$ cat config.mk
export PLATFORM = sky130hd
export DESIGN_NAME = imem_loader
export DESIGN_NICKNAME = d
export VERILOG_FILES = /design/src/rtl/imem_pkg.sv /design/src/rtl/imem_word_packer.sv /design/src/rtl/imem_loader.sv
export SDC_FILE = /design/constraint.sdc
export NUM_CORES = 1
export LEC_CHECK = 0
export ABC_AREA = 1
export CAP_MARGIN = 20
export CORE_UTILIZATION = 51
export CTS_CLUSTER_DIAMETER = 100
export DETAILED_ROUTE_END_ITERATION = 12
export MAX_ROUTING_LAYER = met4
export PLACE_DENSITY = 0.78
export SKIP_CTS_REPAIR_TIMING = 1
export SLEW_MARGIN = 20
export SYNTH_ARGS = -nofsm -noshare
export SYNTH_HDL_FRONTEND = slang
export SYNTH_SLANG_ARGS = --single-unit
$ cat constraint.sdc
create_clock -name clk -period 2.1 [get_ports clk]
set_input_delay 0.315 -clock clk [delete_from_list [all_inputs] [get_ports clk]]
set_output_delay 0.315 -clock clk [all_outputs]
set_load 0.005 [all_outputs]
$ cat src/rtl/imem_pkg.sv
// Shared constants and state encoding for the instruction-memory loader.
package imem_pkg;

  localparam int IMEM_DEPTH_WORDS = 1024;
  localparam int IMEM_WORD_W      = 32;
  localparam int BYTES_PER_WORD   = 4;

  typedef enum logic [2:0] {
    ST_IDLE,
    ST_RECV,
    ST_WRITE,
    ST_TRAIL,
    ST_DONE
  } state_t;

endpackage

$ cat src/rtl/imem_word_packer.sv
// Big-endian byte-to-word assembler: first byte of a word lands in [31:24].
module imem_word_packer
  import imem_pkg::*;
(
  input  logic                   clk,
  input  logic                   rst_n,
  input  logic                   clear_i,
  input  logic                   byte_en_i,
  input  logic [7:0]             byte_i,
  output logic [IMEM_WORD_W-1:0] word_o,
  output logic                   word_full_o
);

  logic [1:0]               idx_q, idx_d;
  logic [IMEM_WORD_W-9:0]   shift_q, shift_d;

  always_comb begin
    idx_d   = idx_q;
    shift_d = shift_q;
    if (clear_i) begin
      idx_d   = '0;
      shift_d = '0;
    end else if (byte_en_i) begin
      idx_d   = idx_q + 2'd1;
      shift_d = {shift_q[IMEM_WORD_W-17:0], byte_i};
    end
  end

  always_ff @(posedge clk or negedge rst_n) begin
    if (!rst_n) begin
      idx_q   <= '0;
      shift_q <= '0;
    end else begin
      idx_q   <= idx_d;
      shift_q <= shift_d;
    end
  end

  // Word as it stands including the byte on the bus; only meaningful with word_full_o.
  assign word_o      = {shift_q, byte_i};
  assign word_full_o = byte_en_i && (idx_q == 2'(BYTES_PER_WORD - 1));

endmodule

$ cat src/rtl/imem_loader.sv
// Streams a byte-wide program image into instruction memory, holding the CPU in reset.
// Optional trailer checksum check enabled by IMEM_LOADER_CHECKSUM_EN.
//   state    | meaning
//   ST_IDLE  | waiting for first start
//   ST_RECV  | accepting bytes of the current word
//   ST_WRITE | single-cycle memory write of the assembled word
//   ST_TRAIL | accepting the 4-byte expected checksum (checksum build only)
//   ST_DONE  | load finished or rejected; done/err held
module imem_loader
  import imem_pkg::*;
#(
  parameter int DEPTH_WORDS = IMEM_DEPTH_WORDS,
  parameter int CNT_W       = 11
) (
  input  logic             clk,
  input  logic             reset_n,
  input  logic             start,
  input  logic [CNT_W-1:0] word_count,
  input  logic             byte_valid,
  input  logic [7:0]       byte_data,
  output logic             byte_ready,
  output logic             mem_we,
  output logic [31:0]      mem_addr,
  output logic [31:0]      mem_wdata,
  output logic             busy,
  output logic             done,
  output logic             err,
  output logic             cpu_hold
);

  localparam logic [CNT_W-1:0] DEPTH_LIM = CNT_W'(DEPTH_WORDS);
  localparam logic [CNT_W-1:0] CNT_ONE   = CNT_W'(1);

  state_t                  state_q, state_d;
  logic [CNT_W-1:0]        count_q, count_d;
  logic [CNT_W-1:0]        idx_q, idx_d;
  logic                    mem_we_q, mem_we_d;
  logic [31:0]             addr_q, addr_d;
  logic [IMEM_WORD_W-1:0]  wdata_q, wdata_d;
  logic                    done_q, done_d;
  logic                    err_q, err_d;
`ifdef IMEM_LOADER_CHECKSUM_EN
  logic [IMEM_WORD_W-1:0]  csum_q, csum_d;
`endif

  logic                    accept;
  logic                    pack_clear;
  logic [IMEM_WORD_W-1:0]  pack_word;
  logic                    pack_full;

`ifdef IMEM_LOADER_CHECKSUM_EN
  assign byte_ready = (state_q == ST_RECV) || (state_q == ST_TRAIL);
`else
  assign byte_ready = (state_q == ST_RECV);
`endif
  assign accept = byte_valid && byte_ready;

  imem_word_packer u_packer (
    .clk        (clk),
    .rst_n      (reset_n),
    .clear_i    (pack_clear),
    .byte_en_i  (accept),
    .byte_i     (byte_data),
    .word_o     (pack_word),
    .word_full_o(pack_full)
  );

  always_comb begin
    state_d    = state_q;
    count_d    = count_q;
    idx_d      = idx_q;
    mem_we_d   = 1'b0;
    addr_d     = addr_q;
    wdata_d    = wdata_q;
    done_d     = done_q;
    err_d      = err_q;
    pack_clear = 1'b0;
`ifdef IMEM_LOADER_CHECKSUM_EN
    csum_d     = csum_q;
`endif
    unique case (state_q)
      ST_IDLE, ST_DONE: begin
        if (start) begin
          count_d    = word_count;
          idx_d      = '0;
          done_d     = 1'b0;
          err_d      = 1'b0;
          pack_clear = 1'b1;
`ifdef IMEM_LOADER_CHECKSUM_EN
          csum_d     = '0;
`endif
          if (word_count == '0) begin
            state_d = ST_DONE;
            done_d  = 1'b1;
          end else if (word_count > DEPTH_LIM) begin
            state_d = ST_DONE;
            done_d  = 1'b1;
            err_d   = 1'b1;
          end else begin
            state_d = ST_RECV;
          end
        end
      end
      // Write strobe is registered here so it lands in the cycle the FSM sits in WRITE.
      ST_RECV: begin
        if (pack_full) begin
          state_d  = ST_WRITE;
          mem_we_d = 1'b1;
          addr_d   = {{(32-CNT_W-2){1'b0}}, idx_q, 2'b00};
          wdata_d  = pack_word;
`ifdef IMEM_LOADER_CHECKSUM_EN
          csum_d   = csum_q ^ pack_word;
`endif
        end
      end
      ST_WRITE: begin
        idx_d = idx_q + CNT_ONE;
        if (idx_q + CNT_ONE == count_q) begin
`ifdef IMEM_LOADER_CHECKSUM_EN
          state_d = ST_TRAIL;
`else
          state_d = ST_DONE;
          done_d  = 1'b1;
`endif
        end else begin
          state_d = ST_RECV;
        end
      end
`ifdef IMEM_LOADER_CHECKSUM_EN
      ST_TRAIL: begin
        if (pack_full) begin
          state_d = ST_DONE;
          done_d  = 1'b1;
          err_d   = (pack_word != csum_q);
        end
      end
`endif
      default: state_d = ST_IDLE;
    endcase
  end

  always_ff @(posedge clk or negedge reset_n) begin
    if (!reset_n) begin
      state_q  <= ST_IDLE;
      count_q  <= '0;
      idx_q    <= '0;
      mem_we_q <= 1'b0;
      addr_q   <= '0;
      wdata_q  <= '0;
      done_q   <= 1'b0;
      err_q    <= 1'b0;
`ifdef IMEM_LOADER_CHECKSUM_EN
      csum_q   <= '0;
`endif
    end else begin
      state_q  <= state_d;
      count_q  <= count_d;
      idx_q    <= idx_d;
      mem_we_q <= mem_we_d;
      addr_q   <= addr_d;
      wdata_q  <= wdata_d;
      done_q   <= done_d;
      err_q    <= err_d;
`ifdef IMEM_LOADER_CHECKSUM_EN
      csum_q   <= csum_d;
`endif
    end
  end

  assign mem_we    = mem_we_q;
  assign mem_addr  = addr_q;
  assign mem_wdata = wdata_q;
  assign done      = done_q;
  assign err       = err_q;
`ifdef IMEM_LOADER_CHECKSUM_EN
  assign busy      = (state_q == ST_RECV) || (state_q == ST_WRITE) || (state_q == ST_TRAIL);
`else
  assign busy      = (state_q == ST_RECV) || (state_q == ST_WRITE);
`endif
  assign cpu_hold  = busy;

endmodule

==> notes.md, run 1 <==
The run has ended; figures from its reports follow.

Checking hold timing, the worst path is listed with class in -> async. The commonest cells after synthesis are sky130_fd_sc_hd__nand2_1, sky130_fd_sc_hd__dfrtp_1, sky130_fd_sc_hd__inv_1, sky130_fd_sc_hd__o21ai_0, sky130_fd_sc_hd__o22ai_1. The post-layout period usage of the worst path is 94.8%. The cell count after placement came out at 646. Setup repair after global routing left no endpoint under its margin.

The via count of the first global-routing pass is 3,150. The startpoint identified for the worst register-to-register timing path is idx_q[0]. The worst-case hold slack came out at 0.474 ns. The area fraction in and, or, nand and nor cells is 19.2%. The critical path's slowest stage uses the library cell sky130_fd_sc_hd__clkdlybuf4s50_1. The number of warnings reported in the yosys synthesis log came out at 0. For the completed layout, the total cell area is recorded as 0.00522 mm². The multiplexer area fraction after synthesis is 0%. Once detailed placement completed, the half-perimeter wirelength came to 6100 µm. The cell sequence reported for the critical path is inv_2 -> nor3_4 -> or2_2 -> clkdlybuf4s50_1. Per the GRT congestion report, total overflow comes to 0.

The number of flip-flops and latches in the synthesized netlist is 97. The total I/O pin count is 93. After routing, the total negative slack on setup checks comes to 0 ns.

Yosys reports that the leading cell type by area covers 57.1% of the netlist area. The number of maximum-capacitance violations is 0. Detailed routing inserted a total of 3,325 vias. The worst-case headroom to the max-slew limit is 62.4%. Synthesis handed over a netlist of 481 instances.

The number of buffers and inverters on the critical path is 2. The area growth from synthesis to layout is 22.8%. The count of instantiated cells in the yosys netlist came out at 481.

Entering global routing, the biggest net connects 70 pins. The type of element capturing the critical path is an output port. The run finished with clean final reports. The stat command in Yosys gives a chip area of 0.00425 mm². The post-synthesis share of cell area spent on full adders, half adders and majority gates came out at 0.589%. In this run the standard cell core region covers 0.00789 mm². In the synthesized netlist, the dominant kind of combinational cell is simple AND/OR/NAND/NOR gates. The data required time of the worst path came out at 1.78 ns. The mean number of vias per cell is 5.00. The initial antenna violation count is 0. The number of core rows is 32. The clock latency reported for the late side of the worst-skew pair is 0.36 ns. The pre-CTS setup slack came out at 0.247 ns. The endpoint identified for the worst register-to-register timing path is done.

The register-to-register setup slack is 0.20 ns. Per the final layout report, the fraction of cells sized above drive strength 1 comes to 8.70%. Per the timing report, the achievable frequency comes out to 502 MHz. The first-pass GRT wire length came out at 14,600 µm. The remaining antenna violation count is 0. The finished layout holds 665 standard cells, fillers aside. Summing every instance area after synthesis gives 0.00425 mm². Broken down by cell family, the worst path's largest delay share belongs to buffers and inverters.

The largest fanout on the critical path came out at 4. The portion of the post-synthesis area used by sequential elements is 57.1%. The fraction of synthesized cell area in xor and xnor cells is 0.206%. The length in cells of the worst reg-to-reg path came out at 14. Summing internal, switching and leakage power gives 6.28 mW.

The die footprint is 0.00871 mm². The most frequent logic cell in the layout is sky130_fd_sc_hd__nand2_1. The clock-pin slew of the registers on the worst-case setup and hold paths came out at 0.09 ns. The clock root buffer master is sky130_fd_sc_hd__clkbuf_8. The clock sink count came out at 97.

OpenSTA lists the critical path startpoint as state_q[0]. Across all setup checks in the final design, the least slack found is 0.109 ns. The net count of the finished layout is 583.

The number of warnings reported in the stage logs is 26. The static power due to leakage came out at 2.44 nW. The library cells used most frequently in the layout, excluding fill and tap cells, are sky130_fd_sc_hd__nand2_1, sky130_fd_sc_hd__dfrtp_1, sky130_fd_sc_hd__clkdlybuf4s50_1. Yosys mapped a number of flops with a built-in enable equal to 0. The final layout report lists a filler cell count of 676. The worst setup path is launched from a flop. The count of port buffers added during placement came out at 71. The routed wire length is 8520 µm.

The number of DRC markers in iteration 0 is 175. The peak per-stage delay on the critical path came out at 0.49 ns. The antenna cell count came out at 0. The transition time recorded at the tightest slew-check pin is 0.563 ns. At the end of routability-driven placement, the weighted congestion stood at 0.884. The worst voltage drop across the vdd grid came out at 0.602 mV. The flip-flop count of the largest register after layout is 32. The final-report max-slew violation count is 0. Looking at the gate-level netlist, the highest instance count belongs to sky130_fd_sc_hd__nand2_1.
[run 1: power breakdown]
part           internal, mW  switching [mW]
Combinational          1.21            1.07
Sequential             2.54           0.360
Clock                 0.438           0.662
Total                  4.19            2.09
[run 1: per-layer routing]
layer	track usage, %	vias to the layer above	wire (µm)
met5	-	-	0
met1	27.0	1565	3640
met2	37.5	97	4360
met3	3.90	12	390
met4	8.08	0	131
li1	-	1651	-
[run 1: final cells by class]
class / instances / area (µm²) / share of cell area, %
Clock inverter: 7 / 53.8 / 1.03
Inverter: 64 / 240 / 4.60
Sequential cell: 97 / 2430 / 46.5
Tap cell: 102 / 128 / 2.44
Clock buffer: 9 / 124 / 2.37
Timing Repair Buffer: 84 / 821 / 15.7
Multi-Input combinational cell: 302 / 1430 / 27.3
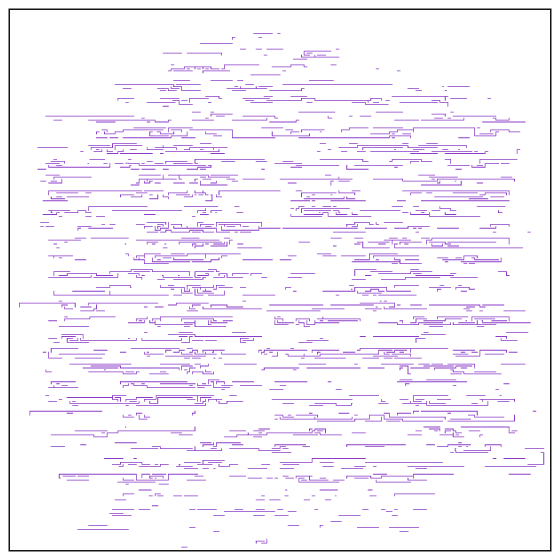
run_1/m1.png
- main direction: horizontal
- nets with wire on the layer: 493

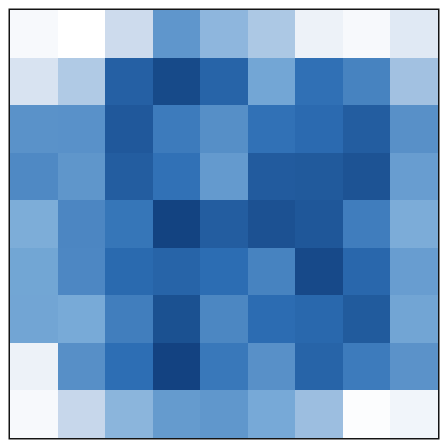
run_1/util_map.png
The die is cut into 9 by 9 equal tiles; white is low, dark blue is high, 0 to 100% covered.
- tiles over 75% full: 31%
- mean over tiles: 59%
- fullest tile: 93%

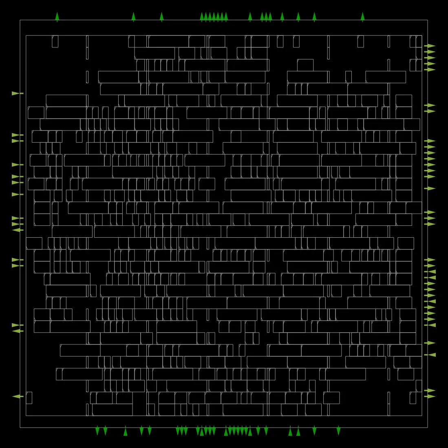
run_1/placed.png
utilization of the core after routing: 66.2%
sequential share of cell area: 46.5%

run_1/ff_map.png
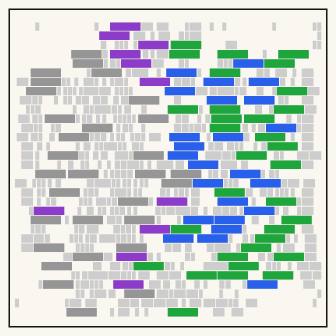

## Run 2: what changed since run 1
--- a/config.mk
+++ b/config.mk
@@ -7,11 +7,13 @@
 export LEC_CHECK = 0
 export ABC_AREA = 1
 export CAP_MARGIN = 20
-export CORE_UTILIZATION = 51
+export CORE_MARGIN = 4
+export CORE_UTILIZATION = 52
+export CTS_BUF_LIST = sky130_fd_sc_hd__clkbuf_8
 export CTS_CLUSTER_DIAMETER = 100
 export DETAILED_ROUTE_END_ITERATION = 12
 export MAX_ROUTING_LAYER = met4
-export PLACE_DENSITY = 0.78
+export PLACE_DENSITY = 0.8
 export SKIP_CTS_REPAIR_TIMING = 1
 export SLEW_MARGIN = 20
 export SYNTH_ARGS = -nofsm -noshare
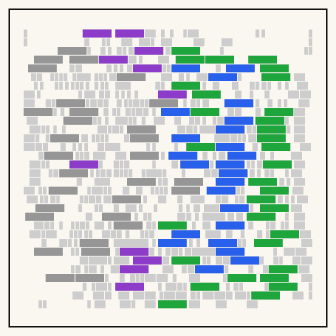
run_2/ff_map.png
- blue: `u_packer.shift_q` (flops 24)
- green: `mem_wdata` (flops 32)
- purple: `mem_addr` (flops 11)
- not coloured: 30

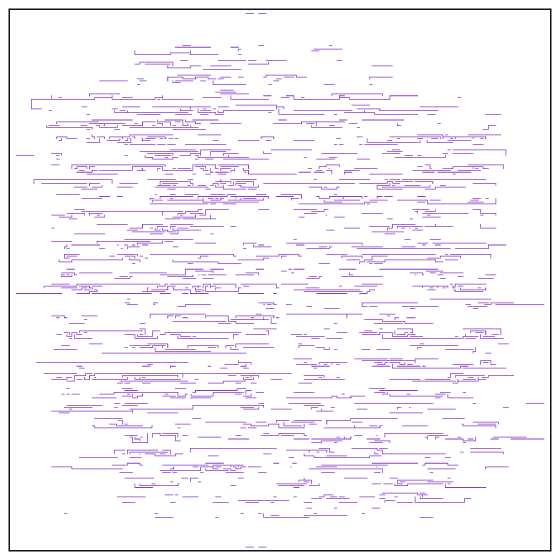
run_2/m1.png
- nets with wire on the layer: 508
- longest straight run: 35.9 µm
- wire length on this layer: 3,810 µm

==> run 2 against run 1 <==
  * Sequential share of layout area down 0.14 points
  * First-iteration DRC count down 42%
  * Register-to-register slack better by 0.04 ns
  * Final area up 0.31%
  * Utilization up 0.54 points
  * Clock skew up 0.0047 ns
  * Maximum frequency up 0.11%
==> notes.md, run 2 <==
The run has ended; figures from its reports follow.

The run finished with clean final reports. The met3 layer wire length in the routed design came out at 418 µm (+7.2%). The multiplexer area fraction after synthesis was 0% (unchanged). The routing usage on met1 is 24.4% (-2.5 points). On the critical path the largest part of the delay comes from buffers and inverters. The remaining antenna violation count is 0 (unchanged). The mean number of vias per cell is 5.00 (about the same). The portion of the post-synthesis area used by sequential elements was 57.1% (unchanged).

The total I/O pin count was 93 (unchanged). The number of core rows is 32 (unchanged). The worst setup path is captured at an output port.

The total congestion overflow after global routing came to 0 (unchanged). The root buffer cell chosen for the clock tree is sky130_fd_sc_hd__clkbuf_8. The clock network fraction of design power is 18.0% (+0.5 points). The number of flip-flops and latches in the synthesized netlist came to 97 (unchanged). The library cells used most frequently in the layout, excluding fill and tap cells, are sky130_fd_sc_hd__nand2_1, sky130_fd_sc_hd__dfrtp_1, sky130_fd_sc_hd__clkdlybuf4s50_1. The tally of filler cells in the layout was 666 (-1.5%). Signal routing reaches up to met4. The met2 demand-to-capacity share in global routing was 31.4% (-6.1 points). The reported net switching power was 2.04 mW (-2.5%). The final core utilization is 66.7% (+0.54 points).

The final-report max-slew violation count is 0 (unchanged). The clock latency reported for the late side of the worst-skew pair came out at 0.35 ns (about the same). The data required time of the worst path is 1.78 ns (about the same). The post-layout period usage of the worst path was 94.7% (-0.10 points). The largest net degree at the start of global routing was 62 (-11%). The most frequent logic cell in the layout is sky130_fd_sc_hd__nand2_1. The count of library flops with an enable pin came to 0 (unchanged).

The met1 layer wirelength in the final routing came out at 3810 µm (+4.6%). The number of maximum-capacitance violations is 0 (unchanged). The proportion of power drawn by combinational gates came out at 36.3% (about the same). The area fraction in and, or, nand and nor cells is 19.2% (unchanged).

The core outline area is 0.00785 mm² (-0.51%). The cell internal power dissipation is 4.29 mW (+2.6%). The pre-CTS setup slack is 0.261 ns (+0.0141 ns). The die footprint came to 0.00969 mm² (+11%). The setup total negative slack came out at 0 ns (unchanged).

The first-pass GRT wire length came out at 14,800 µm (+1.7%). The most critical setup path has its startpoint at state_q[0]. The peak per-stage delay on the critical path came out at 0.49 ns (about the same). The count of port buffers added during placement is 71 (unchanged). The wire length on met2 is 4450 µm (+2.2%).

The register-to-register setup slack is 0.24 ns (+0.04 ns). The via count of the first global-routing pass is 3,229 (+2.5%). Setup repair after global routing left no endpoint under its margin. The leading power group is registers. The combinational gate area was 0.00143 mm² (unchanged). After synthesis, the most frequently instantiated cells are sky130_fd_sc_hd__nand2_1, sky130_fd_sc_hd__dfrtp_1, sky130_fd_sc_hd__inv_1, sky130_fd_sc_hd__o21ai_0, sky130_fd_sc_hd__o22ai_1. The fraction of synthesized cell area in xor and xnor cells is 0.206% (unchanged). The count of instantiated cells in the yosys netlist came out at 481 (unchanged). The initial antenna violation count came out at 0 (unchanged). The highest clock frequency the design can meet came out at 503 MHz (+0.11%). The synthesized cell area is 0.00425 mm² (unchanged). The clock-pin slew of the registers on the worst-case setup and hold paths was 0.10 ns (about the same).

The post-route cell area came out at 0.00524 mm² (+0.31%). The most numerous cell in the Yosys netlist is sky130_fd_sc_hd__nand2_1. The final worst setup slack is 0.111 ns (+0.00209 ns). STA classifies the critical path startpoint as a flop. The most utilized layer in the global route result is met2.

The flip-flop count of the largest register after layout is 32 (unchanged). The instance tally after logic synthesis is 481 (unchanged). The area figure in the yosys stat output is 0.00425 mm² (unchanged). The cell count after placement came out at 646 (unchanged). The number of buffers and inverters on the critical path is 2 (unchanged). The overall via count from detail_route was 3,312 (-0.39%).

The share of total power consumed by net switching is 32.2% (-1.1 points). The footprint of the flip-flops and latches is 0.00243 mm² (unchanged). The beginning of the worst register-to-register path is idx_q[1]. The power dissipated in sequential cells came out at 2.89 mW (about the same).

The number of nets in the finished design is 583 (unchanged). The area growth from synthesis to layout is 23.2%. The OpenROAD warning count came out at 26 (unchanged).

The total power of the final layout came out at 6.33 mW (+0.87%). The number of warnings reported in the yosys synthesis log came to 0 (unchanged). The power consumed by the clock network is 1.14 mW (+4%). The placer's final routability congestion estimate is 0.932 (+5.4%). The clock sink count came out at 97 (unchanged).

TritonCTS built the clock tree. The antenna cell count came out at 0 (unchanged). The worst-margin pin slew came out at 0.532 ns (-0.0317 ns). The global routing met3 resource utilization is 3.11% (-0.79 points). The post-synthesis share of cell area spent on full adders, half adders and majority gates came out at 0.589% (unchanged). The share of final-layout standard cells stronger than drive strength 1 is 8.38% (-0.33 points). The prevailing logic family in the synthesized netlist is simple AND/OR/NAND/NOR gates.

The slowest stage of the critical path is the sky130_fd_sc_hd__clkdlybuf4s50_1 cell. The combinational logic power is 2.30 mW (about the same). The length in cells of the worst reg-to-reg path came to 14 (unchanged). The routed wire length is 8780 µm (+3.0%). The share of Yosys cell area claimed by the top area cell type is 57.1% (unchanged). The largest fanout on the critical path is 4 (unchanged).
==> run 2: cell counts after synthesis <==
No cell type changed its count.
==> run 2: final cells by class <==
class / instances / area share, %
clock buffers: 9 / 2.37
clock inverters: 5 / 1.10
inverters: 64 / 4.59
multi-input cells: 302 / 27.3
flip-flops and latches: 97 / 46.3
well taps: 102 / 2.44
repair buffers: 84 / 15.9
==> run 2: worst min path at each step <==
stage / slack (ns) / start / end
floorplan: 0.02 / reset_n / count_q[0]
global placement: 0.32 / reset_n / mem_wdata[5]
detailed placement: 0.33 / reset_n / mem_wdata[5]
CTS: -0.06 / reset_n / mem_wdata[5]
global route: 0.52 / reset_n / mem_wdata[5]
finish: 0.47 / reset_n / mem_wdata[5]
## Run 3: what changed since run 2
--- a/config.mk
+++ b/config.mk
@@ -10,11 +10,11 @@
 export CORE_MARGIN = 4
 export CORE_UTILIZATION = 52
 export CTS_BUF_LIST = sky130_fd_sc_hd__clkbuf_8
-export CTS_CLUSTER_DIAMETER = 100
 export DETAILED_ROUTE_END_ITERATION = 12
 export MAX_ROUTING_LAYER = met4
 export PLACE_DENSITY = 0.8
 export SKIP_CTS_REPAIR_TIMING = 1
+export SKIP_LAST_GASP = 1
 export SLEW_MARGIN = 20
 export SYNTH_ARGS = -nofsm -noshare
 export SYNTH_HDL_FRONTEND = slang
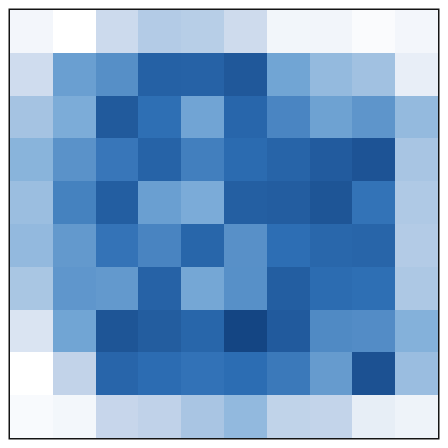
run_3/util_map.png
The die is cut into 10 by 10 equal tiles; white is low, dark blue is high, 0 to 100% covered.
- nearly empty tiles: 2.0%
- tiles over 75% full: 30%
- mean over tiles: 53%
- fullest tile: 92%

==> run 3 against run 2 <==
  * Via count stayed put
  * Sequential cell count stayed put
  * Power stayed put
  * Clock skew stayed put
  * Critical endpoint unchanged
==> notes.md, run 3 <==
The run has ended; figures from its reports follow.

The worst-margin pin slew is 0.532 ns (unchanged). The met1 layer wirelength in the final routing came out at 3810 µm (unchanged). The number of buffers and inverters on the critical path came out at 2 (unchanged). The area growth from synthesis to layout is 23.2% (unchanged). The number of multi-input combinational cells came out at 302 (unchanged).

The combinational gate area came to 0.00143 mm² (unchanged). The number of non-clock inverters came to 64 (unchanged). Looking at the reg2reg group, the worst path starts from idx_q[1]. The flop share of the area is 46.3% (unchanged). After synthesis, the largest family of logic cells by area is simple AND/OR/NAND/NOR gates.

Among cell families on the critical path, the largest total delay comes from buffers and inverters. The met2 demand-to-capacity share in global routing is 31.4% (unchanged). The tally of filler cells in the layout was 666 (unchanged).

The initial antenna violation count is 0 (unchanged). The first-pass GRT wire length came out at 14,800 µm (unchanged). The total I/O pin count is 93 (unchanged).

The clock network fraction of design power is 18.0% (about the same). The combinational logic power came out at 2.30 mW (about the same). The routed wire length is 8780 µm (unchanged). The cell count after placement is 646 (unchanged). The fraction of synthesized cell area in xor and xnor cells was 0.206% (unchanged).

The via count of the first global-routing pass is 3,229 (unchanged). The power consumed by the clock network came to 1.14 mW (about the same). The clock sink count came to 97 (unchanged). The most utilized layer in the global route result is met2.

In the power breakdown, the biggest contributor is registers. The remaining antenna violation count came out at 0 (unchanged). The overall via count from detail_route came out at 3,312 (unchanged). The share of final-layout standard cells stronger than drive strength 1 came out at 8.38% (unchanged). The count of library flops with an enable pin came out at 0 (unchanged). The antenna cell count is 0 (unchanged).

The mean number of vias per cell came out at 5.00 (unchanged). The global routing met3 resource utilization is 3.11% (unchanged). The portion of the post-synthesis area used by sequential elements is 57.1% (unchanged).

The wire length on met2 is 4450 µm (unchanged). The core outline area was 0.00785 mm² (unchanged). The setup total negative slack is 0 ns (unchanged). The worst setup path is launched from a flop. The number of flip-flops and latches in the synthesized netlist was 97 (unchanged). The multi-input combinational area share came to 27.3% (unchanged). The clock distribution area overhead in the final layout is 3.46% (unchanged). The type of element capturing the critical path is an output port. The synthesized cell area came out at 0.00425 mm² (unchanged). The number of core rows is 32 (unchanged). The run finished with clean final reports. The number of warnings reported in the yosys synthesis log came out at 0 (unchanged). The total of plain and repair buffers excluding clock buffers came out at 84 (unchanged). The number of maximum-capacitance violations is 0 (unchanged). The clock root buffer master is sky130_fd_sc_hd__clkbuf_8. Per the cell usage report, the commonest logic cells after layout are sky130_fd_sc_hd__nand2_1, sky130_fd_sc_hd__dfrtp_1, sky130_fd_sc_hd__clkdlybuf4s50_1. The post-synthesis share of cell area spent on full adders, half adders and majority gates is 0.589% (unchanged). The number of tap cells inserted was 102 (unchanged).

The total power of the final layout is 6.33 mW (unchanged). The reported net switching power was 2.04 mW (unchanged).
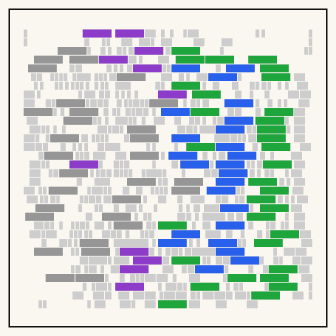
run_3/ff_map.png
- purple: `mem_addr` (flops 11)
- green: `mem_wdata` (flops 32)
- blue: `u_packer.shift_q` (flops 24)
- not coloured: 30

run 3: final timing paths:
path	endpoint	slack, ns
min	mem_wdata[5]	0.47
max in group asynchronous	u_packer.shift_q[17]	0.99
min in group clk	mem_wdata[22]	0.49
min reg2reg	mem_wdata[22]	0.49
max reg2reg	done	0.24
max	cpu_hold	0.11
run 3: through the flow:
step,utilization [%],cell area [µm²]
floorplan,-,4330
global placement,64.1,5030
detailed placement,64.1,5030
CTS,66.4,5210
global route,66.7,5240
finish,66.7,5240
run 3: worst register-to-register path: cells and delay by family, from the launching register on:
kind	cells	cell delay, ns
adders and majority gates	1	0.23
DFF	1	0.42
and+or+nand+nor	13	1.10
Power is estimated from default activity; no workload was simulated.
